## src/rtl/rgb_to_yuv_encoder_pkg.sv

```systemverilog
// Shared definitions for the RGB<->YUV encoder/decoder pair: FSM state types,
// default SRAM region bases and colour-space-conversion coefficients.
package rgb_to_yuv_encoder_pkg;

  typedef enum logic [3:0] {
    S_E_IDLE, S_E_RD, S_E_WAIT, S_E_WR_Y0, S_E_WR_Y1, S_E_WR_U, S_E_WR_V, S_E_DONE
  } enc_state_e;

  typedef enum logic [3:0] {
    S_D_IDLE, S_D_RD_Y, S_D_RD_U, S_D_RD_V, S_D_WAIT, S_D_WR, S_D_DONE
  } dec_state_e;

  typedef enum logic [1:0] {CH_Y, CH_U, CH_V} csc_chan_e;

  typedef struct packed {
    int signed kr;
    int signed kg;
    int signed kb;
    int signed off;
  } csc_coef_t;

  localparam int unsigned DEF_RGB_BASE = 146944;
  localparam int unsigned DEF_Y_BASE   = 0;
  localparam int unsigned DEF_U_BASE   = 38400;
  localparam int unsigned DEF_V_BASE   = 57600;
  localparam int unsigned IMG_GROUPS   = 19200;
  localparam int signed   CSC_RND      = 128;

  function automatic csc_coef_t csc_coefs(input csc_chan_e ch);
    csc_coef_t c;
    case (ch)
      CH_U:    c = '{kr: -38, kg: -74, kb: 112, off: 128};
      CH_V:    c = '{kr: 112, kg: -94, kb: -18, off: 128};
      default: c = '{kr: 66,  kg: 129, kb: 25,  off: 16};
    endcase
    return c;
  endfunction

endpackage

```

## src/rtl/rgb_to_yuv_csc.sv

```systemverilog
// One colour channel of one pixel per cycle: three multiplies, rounding sum,
// arithmetic shift, channel offset and clip to 8 bits.
module rgb_to_yuv_csc
  import rgb_to_yuv_encoder_pkg::*;
(
  input  csc_chan_e  chan_i,
  input  logic [7:0] r_i,
  input  logic [7:0] g_i,
  input  logic [7:0] b_i,
  output logic [7:0] c_o
);

  csc_coef_t          k;
  logic signed [31:0] prod_r, prod_g, prod_b, sum, scaled;

  always_comb begin
    k      = csc_coefs(chan_i);
    prod_r = k.kr * $signed({24'd0, r_i});
    prod_g = k.kg * $signed({24'd0, g_i});
    prod_b = k.kb * $signed({24'd0, b_i});
    sum    = prod_r + prod_g + prod_b + CSC_RND;
    scaled = (sum >>> 8) + k.off;
    if (scaled < 0)        c_o = '0;
    else if (scaled > 255) c_o = '1;
    else                   c_o = scaled[7:0];
  end

endmodule

```

## src/rtl/rgb_to_yuv_encoder.sv

```systemverilog
// Converts an RGB image in SRAM to planar Y/U/V (U/V horizontally decimated),
// one 4-pixel group every 12 cycles through a single shared CSC datapath.
module rgb_to_yuv_encoder
  import rgb_to_yuv_encoder_pkg::*;
#(
  parameter int unsigned RGB_BASE   = DEF_RGB_BASE,
  parameter int unsigned Y_BASE     = DEF_Y_BASE,
  parameter int unsigned U_BASE     = DEF_U_BASE,
  parameter int unsigned V_BASE     = DEF_V_BASE,
  parameter int unsigned NUM_GROUPS = IMG_GROUPS
) (
  input  logic        Clock,
  input  logic        Resetn,
  input  logic        Enable,
  output logic [17:0] SRAM_address,
  input  logic [15:0] SRAM_read_data,
  output logic [15:0] SRAM_write_data,
  output logic        SRAM_we_n,
  output logic        Done
);

  enc_state_e  state_q, state_d;
  logic [2:0]  cnt_q, cnt_d;
  logic [14:0] grp_q, grp_d;
  logic [17:0] addr_q, addr_d, six_k;
  logic [15:0] wdata_q, wdata_d;
  logic        we_n_q, we_n_d, done_q, done_d;
  logic [15:0] w_q [6];
  logic [7:0]  y0_q, y1_q, y2_q, u0_q, v0_q;
  csc_chan_e   chan;
  logic [7:0]  op_r, op_g, op_b, csc_res;

  rgb_to_yuv_csc u_csc (
    .chan_i (chan),
    .r_i    (op_r),
    .g_i    (op_g),
    .b_i    (op_b),
    .c_o    (csc_res)
  );

  always_comb begin
    state_d = state_q;
    cnt_d   = cnt_q;
    grp_d   = grp_q;
    case (state_q)
      S_E_IDLE: if (Enable) begin
        state_d = S_E_RD;
        cnt_d   = '0;
        grp_d   = '0;
      end
      S_E_RD: if (cnt_q == 3'd5) begin
        state_d = S_E_WAIT;
        cnt_d   = '0;
      end else cnt_d = cnt_q + 3'd1;
      S_E_WAIT: if (cnt_q == 3'd1) begin
        state_d = S_E_WR_Y0;
        cnt_d   = '0;
      end else cnt_d = cnt_q + 3'd1;
      S_E_WR_Y0: state_d = S_E_WR_Y1;
      S_E_WR_Y1: state_d = S_E_WR_U;
      S_E_WR_U:  state_d = S_E_WR_V;
      S_E_WR_V: if (grp_q == 15'(NUM_GROUPS - 1)) state_d = S_E_DONE;
      else begin
        state_d = S_E_RD;
        grp_d   = grp_q + 15'd1;
      end
      default: state_d = S_E_IDLE;
    endcase
  end

  // Outputs are registered, so they are derived from the next state.
  always_comb begin
    six_k  = 18'({grp_d, 2'b00}) + 18'({grp_d, 1'b0});
    case (state_d)
      S_E_RD:    addr_d = 18'(RGB_BASE) + six_k + 18'(cnt_d);
      S_E_WR_Y0: addr_d = 18'(Y_BASE) + 18'({grp_d, 1'b0});
      S_E_WR_Y1: addr_d = 18'(Y_BASE) + 18'({grp_d, 1'b0}) + 18'd1;
      S_E_WR_U:  addr_d = 18'(U_BASE) + 18'(grp_d);
      S_E_WR_V:  addr_d = 18'(V_BASE) + 18'(grp_d);
      default:   addr_d = '0;
    endcase
    we_n_d  = !(state_d inside {S_E_WR_Y0, S_E_WR_Y1, S_E_WR_U, S_E_WR_V});
    done_d  = (state_d == S_E_DONE);
    wdata_d = '0;
    case (state_q)
      S_E_WAIT:  if (cnt_q == 3'd1) wdata_d = {y0_q, y1_q};
      S_E_WR_Y0: wdata_d = {y2_q, csc_res};
      S_E_WR_Y1: wdata_d = {u0_q, csc_res};
      S_E_WR_U:  wdata_d = {v0_q, csc_res};
      default:   wdata_d = '0;
    endcase
  end

  // Eight CSC slots per group; Y0 takes B0 straight off the read bus so that
  // all eight fit before the last write needs its data.
  always_comb begin
    chan = CH_Y;
    op_r = '0;
    op_g = '0;
    op_b = '0;
    case (state_q)
      S_E_RD: case (cnt_q)
        3'd3: begin {op_r, op_g} = w_q[0]; op_b = SRAM_read_data[15:8]; end
        3'd4: begin {op_r, op_g} = w_q[0]; op_b = w_q[1][15:8]; chan = CH_U; end
        3'd5: begin {op_r, op_g} = w_q[0]; op_b = w_q[1][15:8]; chan = CH_V; end
        default: ;
      endcase
      S_E_WAIT: if (cnt_q == 3'd0) begin
        op_r = w_q[1][7:0]; {op_g, op_b} = w_q[2];
      end else begin
        {op_r, op_g} = w_q[3]; op_b = w_q[4][15:8];
      end
      S_E_WR_Y0: begin op_r = w_q[4][7:0]; {op_g, op_b} = w_q[5]; end
      S_E_WR_Y1: begin {op_r, op_g} = w_q[3]; op_b = w_q[4][15:8]; chan = CH_U; end
      S_E_WR_U:  begin {op_r, op_g} = w_q[3]; op_b = w_q[4][15:8]; chan = CH_V; end
      default: ;
    endcase
  end

  always_ff @(posedge Clock or negedge Resetn) begin
    if (!Resetn) begin
      state_q <= S_E_IDLE;
      cnt_q   <= '0;
      grp_q   <= '0;
      addr_q  <= '0;
      wdata_q <= '0;
      we_n_q  <= 1'b1;
      done_q  <= 1'b0;
      y0_q    <= '0;
      y1_q    <= '0;
      y2_q    <= '0;
      u0_q    <= '0;
      v0_q    <= '0;
      for (int unsigned i = 0; i < 6; i++) w_q[i] <= '0;
    end else begin
      state_q <= state_d;
      cnt_q   <= cnt_d;
      grp_q   <= grp_d;
      addr_q  <= addr_d;
      wdata_q <= wdata_d;
      we_n_q  <= we_n_d;
      done_q  <= done_d;
      if (state_q == S_E_RD && cnt_q >= 3'd2) w_q[cnt_q - 3'd2] <= SRAM_read_data;
      if (state_q == S_E_WAIT) w_q[3'd4 + cnt_q] <= SRAM_read_data;
      if (state_q == S_E_RD && cnt_q == 3'd3) y0_q <= csc_res;
      if (state_q == S_E_RD && cnt_q == 3'd4) u0_q <= csc_res;
      if (state_q == S_E_RD && cnt_q == 3'd5) v0_q <= csc_res;
      if (state_q == S_E_WAIT && cnt_q == 3'd0) y1_q <= csc_res;
      if (state_q == S_E_WAIT && cnt_q == 3'd1) y2_q <= csc_res;
    end
  end

  assign SRAM_address    = addr_q;
  assign SRAM_write_data = wdata_q;
  assign SRAM_we_n       = we_n_q;
  assign Done            = done_q;

endmodule

```

## config.mk

```make
export PLATFORM = sky130hd
export DESIGN_NAME = rgb_to_yuv_encoder
export DESIGN_NICKNAME = d
export VERILOG_FILES = /design/src/rtl/rgb_to_yuv_encoder_pkg.sv /design/src/rtl/rgb_to_yuv_csc.sv /design/src/rtl/rgb_to_yuv_encoder.sv
export SDC_FILE = /design/constraint.sdc
export NUM_CORES = 1
export LEC_CHECK = 0
export ABC_AREA = 1
export CAP_MARGIN = 20
export CORE_UTILIZATION = 35
export DETAILED_ROUTE_END_ITERATION = 12
export PLACE_DENSITY_LB_ADDON = 0.08
export SYNTH_ARGS = -nofsm -noshare
export SYNTH_HDL_FRONTEND = slang
export SYNTH_SLANG_ARGS = --single-unit
```

## constraint.sdc

```tcl
create_clock -name Clock -period 11.2 [get_ports Clock]
set_clock_uncertainty 0.15 [all_clocks]
set_input_delay 1.12 -clock Clock [delete_from_list [all_inputs] [get_ports Clock]]
set_output_delay 1.12 -clock Clock [all_outputs]
set_load 0.005 [all_outputs]
```

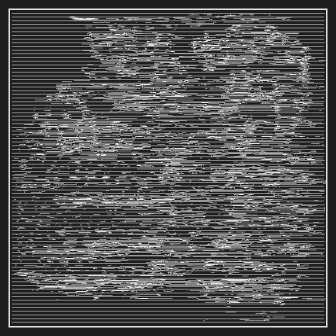
*Metal 1, run 1*
Supply wires on this layer in gray.
The longest straight run is 73.1 µm. 2,538 nets have wire on it. The layer carries 24.5 mm of wire. The layer holds 48% of the routed length. The wires run mostly horizontal.

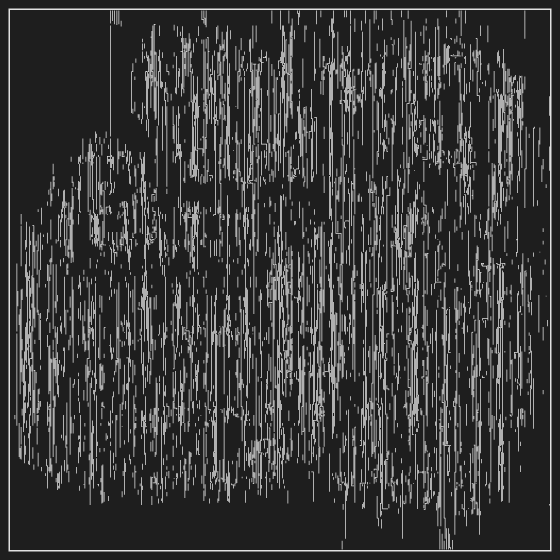
*Met2 routing, run 1*
The layer carries 23.5 mm of wire. 2,161 nets have wire on it. The layer holds 46% of the routed length. The wires run mostly vertical.

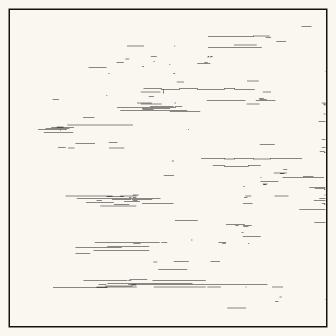
*Metal 3, run 1*
The longest straight run is 103 µm. The layer carries 2,010 µm of wire. The layer holds 4.0% of the routed length. The wires run mostly horizontal. 110 nets have wire on it.

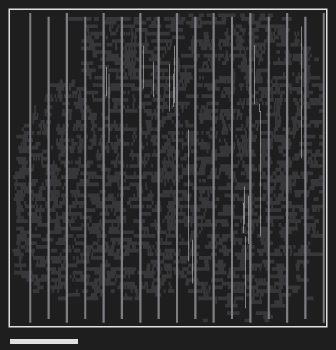
*Met4 routing, run 1*
The bar under the picture is 50 µm long. Supply wires on this layer in gray.
12 nets have wire on it. The longest straight run is 97.2 µm. The layer carries 737 µm of wire. The wires run mostly vertical. The layer holds 1.5% of the routed length.

[run 1: worst min path at each step]
stage                     startpoint                 end  slack, ns  cells after the start
final                        y1_q[3]  SRAM_write_data[3]       0.33                      2
after CTS                    y0_q[3]             y0_q[3]       0.34                      2
after detailed placement     y0_q[3]             y0_q[3]       0.32                      2
after global routing         v0_q[6]             v0_q[6]       0.36                      2
after floorplan              y1_q[0]  SRAM_write_data[0]       0.30                      2
after global placement       y1_q[5]  SRAM_write_data[5]       0.31                      2
[run 1: state kept, by name (all words and copies together), names as in the netlist]
name and count:
grp_q 15, y1_q 8, u0_q 8, SRAM_address 18, y2_q 8, cnt_q 3, SRAM_write_data 16, y0_q 8
state_q 4, Done 1, w_q 96, v0_q 8, SRAM_we_n 1
[run 1: timing repair]
| action | in CTS | in global routing |
|---|---|---|
| buffers inserted | 0 | 3 |
| resized | 0 | 5 |
| setup endpoints to repair | 0 | 48 |
[run 1: layout make-up]
class | instances | area (µm²) | share of cell area, %
sequential | 194 | 4860 | 23.2
clock buffer | 17 | 425 | 2.03
multi-input combinational | 1413 | 11700 | 55.8
clock inverter | 15 | 183 | 0.873
inverter | 574 | 2150 | 10.3
timing repair buffer | 83 | 782 | 3.74
tap | 688 | 861 | 4.11
[run 1: per-layer routing]
| metal | GRT usage (%) | share of wire (%) | vias to the layer above |
|---|---|---|---|
| met1 | 27.9 | 48 | 7000 |
| met2 | 32.2 | 46 | 269 |
| met3 | 2.82 | 4.0 | 42 |
| li1 | - | - | 6967 |
| met5 | 0 | 0 | - |
| met4 | 4.32 | 1.5 | 0 |
[run 1: critical path: cells and delay by family (launching register included)]
family                     cells  cell delay (ns)
buffers and inverters         11             1.85
adders and majority gates     10             4.54
and+or+nand+nor               22             3.01
DFF                            1             0.42
[run 1: where the power goes]
part	leakage, nW	total (mW)	internal (mW)	switching [mW]
clock	0.298	0.643	0.322	0.321
sequential	2.24	0.830	0.790	0.0396
combinational	8.85	0.189	0.0782	0.111
[run 1: layout by cell type, fill, tap and decap left out, types with 7 or more instances in the layout]
master	count
o2111ai_1	9
nor2_1	83
nand3_1	83
nand4_1	12
xnor2_1	13
ha_1	172
clkinv_1	7
fa_1	198
o21ai_1	8
o21ai_0	113
o22ai_1	15
a21oi_1	81
nand4_4	8
xor2_1	7
nand2_2	20
o21bai_1	9
o21a_1	12
nand2_1	428
inv_1	561
a22oi_1	7
nand2_4	7
mux2_2	39
nand3b_1	7
clkbuf_16	17
buf_4	28
nor3_1	14
dfrtp_1	193
clkdlybuf4s50_1	53
a32oi_1	7
[run 1: metrics by stage]
stage | hold slack (ns) | setup slack, ns | area [µm²] | utilization [%]
after floorplan | 0.299 | 2.11 | 18800 | -
after global placement | 0.312 | 0.473 | 20200 | 38.4
after detailed placement | 0.317 | 0.546 | 20200 | 38.4
after CTS | 0.338 | 0.503 | 20900 | 39.5
after global routing | 0.355 | 0.207 | 20900 | 39.7
final | 0.334 | 1.09 | 20900 | 39.7
==> results.py, run 1 <==
# Generated from Yosys and OpenROAD reports
metrics = {
    "clocking": {
        "htree_levels": 4,
        "clk_pin_slew_worst_paths_ns": 0.08,
        "cts_tree": "yes",
    },
    "job": {
        "tool_warnings": 42,
    },
    "cells_and_area": {
        "area_growth_pct": 11.4,
        "fill_cells": 5480,
        "drive_above_1_share_pct": 7.49,
        "final_cells": 2984,
    },
    "setup_path": {
        "crit_path_start_kind": "flop",
        "r2r_cells": 43,
        "startpoint": "state_q[1]",
        "cp-endpoint": "SRAM_write_data[2]",
        "r2r-start": "state_q[1]",
    },
    "floorplan": {
        "die_width_um": 234,
        "core_mm2": 0.0528,
        "die_area_mm2": 0.0546,
    },
    "power": {
        "totalPowerFinal_mw": 1.66,
        "powerDensity_mw_per_mm2": 79.4,
    },
    "yosys": {
        "ys.flop_type": "dfrtp_1",
        "netlist_instances": 2221,
        "ys_cells": 2221,
        "edf_count": 0,
        "ys_sh_simple_pct": 16.9,
        "ys_types": 54,
        "aoi_share_pct": 9.13,
        "synthXorXnorAreaFrac_pct": 0.932,
        "top_area_cell": "dfrtp_1",
    },
    "status": {
        "status": "complete, but fails checks",
        "violations": "design-rule violations",
    },
    "worst_hold_path": {
        "min_path_type": "flop to flop",
    },
    "drt": {
        "wl_per_cell_um": 17.0,
        "post-route-drc-count": 6,
        "final_antenna_net_count": 0,
        "detail_route.vias_per_cell": 4.78,
    },
    "sta": {
        "clock.fmax_mhz": 98.9,
        "finalHoldViolations": 0,
        "rsz0062_at_grt": "no",
    },
}
## Run 2: what changed since run 1
--- a/config.mk
+++ b/config.mk
@@ -9,7 +9,9 @@
 export CAP_MARGIN = 20
 export CORE_UTILIZATION = 35
 export DETAILED_ROUTE_END_ITERATION = 12
+export GPL_ROUTABILITY_DRIVEN = 0
 export PLACE_DENSITY_LB_ADDON = 0.08
+export SLEW_MARGIN = 10
 export SYNTH_ARGS = -nofsm -noshare
 export SYNTH_HDL_FRONTEND = slang
 export SYNTH_SLANG_ARGS = --single-unit
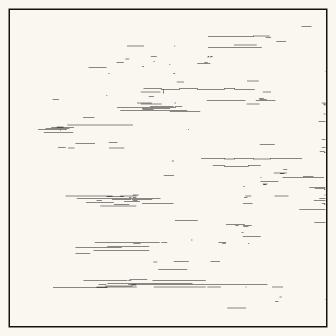
*Metal 3, run 2*
The layer carries 2,010 µm of wire. The layer holds 4.0% of the routed length. The wires run mostly horizontal.

==> results.py, run 2 <==
# Generated from Yosys and OpenROAD reports
metrics = {
    "power": {
        "powerDensity_mw_per_mm2": 79.4,
        "totalPowerFinal_mw": 1.66,
    },
    "cells_and_area": {
        "area_growth_pct": 11.4,
        "utilization_pct": 39.7,
        "final_cell_mix": "inv_1 (561), nand2_1 (428), fa_1 (198), dfrtp_1 (193), ha_1 (172)",
        "final_cell_area_mm2": 0.0209,
        "lay_top_count": "inv_1",
    },
    "drt": {
        "detail_route.vias_per_cell": 4.78,
        "final_antenna_net_count": 0,
        "post-route-drc-count": 6,
        "wl_per_cell_um": 17.0,
    },
    "sta": {
        "rsz0062_at_grt": "no",
        "clock.fmax_mhz": 98.9,
        "finalHoldViolations": 0,
        "fin_ws_ns": 1.09,
    },
    "setup_path": {
        "end_kind": "flop",
        "cp_data_arrival_time_ns": 10.31,
        "path_buffers": 11,
    },
    "yosys": {
        "ys_types": 54,
        "ys_cells": 2221,
        "ys.flop_type": "dfrtp_1",
        "top_area_cell": "dfrtp_1",
        "synthXorXnorAreaFrac_pct": 0.932,
        "aoi_share_pct": 9.13,
        "edf_count": 0,
    },
    "floorplan": {
        "core_mm2": 0.0528,
        "die_area_mm2": 0.0546,
    },
    "placed_design": {
        "place_ws_ns": 0.546,
        "placed_cell_area_mm2": 0.0202,
    },
    "clocking": {
        "clk_pin_slew_worst_paths_ns": 0.08,
        "cts_tree": "yes",
        "cts.hold.buffers_added": 0,
        "htree_levels": 4,
    },
    "job": {
        "tool_warnings": 42,
    },
    "worst_hold_path": {
        "min_path_type": "flop to flop",
    },
    "status": {
        "status": "complete, but fails checks",
        "violations": "design-rule violations",
    },
}
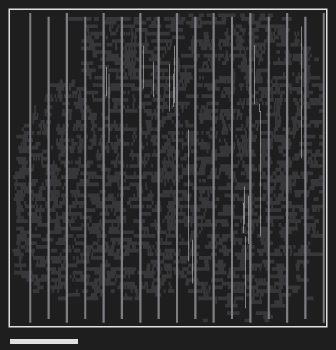
*Met4 routing, run 2*
The bar under the picture is 50 µm long. Supply wires on this layer in gray.
The wires run mostly vertical. 12 nets have wire on it. The longest straight run is 97.2 µm.

[run 2: cell counts after synthesis]
Identical to the previous run, type by type.
[run 2: worst min-delay path: cells and delay by family (launching register included)]
kind	cells	cell delay (ns)
flip-flops	1	0.35
AND/OR/NAND/NOR	2	0.10
[run 2: timing repair]
action / CTS / global route
endpoints found under the setup margin: 0 / 48
gates resized: 0 / 5
buffers inserted: 0 / 3
endpoints found under the hold margin: 0 / 0
[run 2: kinds of logic after synthesis]
kind of cell,after synthesis
simple gates,689
xor+xnor,20
fa+ha+maj,370
other cells,1
mux,39
compound gates,292
flops,194
buf+inv,616
[run 2: path summary, 6_finish.rpt]
path | start | slack [ns] | depth (start not counted) | to
setup / recovery | state_q[1] | 1.09 | 43 | SRAM_write_data[2]
max in group asynchronous | Resetn | 9.03 | 2 | SRAM_address[14]
setup reg to reg | state_q[1] | 1.09 | 43 | SRAM_write_data[2]
hold / removal | y1_q[3] | 0.33 | 2 | SRAM_write_data[3]
hold reg to reg | y1_q[3] | 0.33 | 2 | SRAM_write_data[3]
min in group asynchronous | Resetn | 0.50 | 1 | w_q[60]
[run 2: layer usage]
metal  part of all wire [%]  up-vias  wire length, µm  track usage [%]
li1                       -     6967                -                -
met1                     48     7000            24500             27.9
met2                     46      269            23500             32.2
met3                    4.0       42             2010             2.82
met4                    1.5        0              737             4.32
met5                      0        -                0                0
[run 2: final cells by class]
type	instances	area (µm²)
Tap cell	688	861
Fill cell	5480	31800
Multi-Input combinational cell	1413	11700
Sequential cell	194	4860
Inverter	574	2150
Clock buffer	17	425
Clock inverter	15	183
Timing Repair Buffer	83	782
[run 2: report_power, final]
group / switching (mW) / total, mW / internal (mW) / leakage [nW]
sequential: 0.0396 / 0.830 / 0.790 / 2.24
clock: 0.321 / 0.643 / 0.322 / 0.298
combinational: 0.111 / 0.189 / 0.0782 / 8.85
total: 0.471 / 1.66 / 1.19 / 11.4
[run 2: stage by stage]
stage / cells / hold slack, ns
global route: 2984 / 0.355
detailed placement: 2948 / 0.317
global placement: 2947 / 0.312
finish: 2984 / 0.334
CTS: 2980 / 0.338
floorplan: 2223 / 0.299
Power figures rest on the tool's default switching activity, not on a simulated workload.
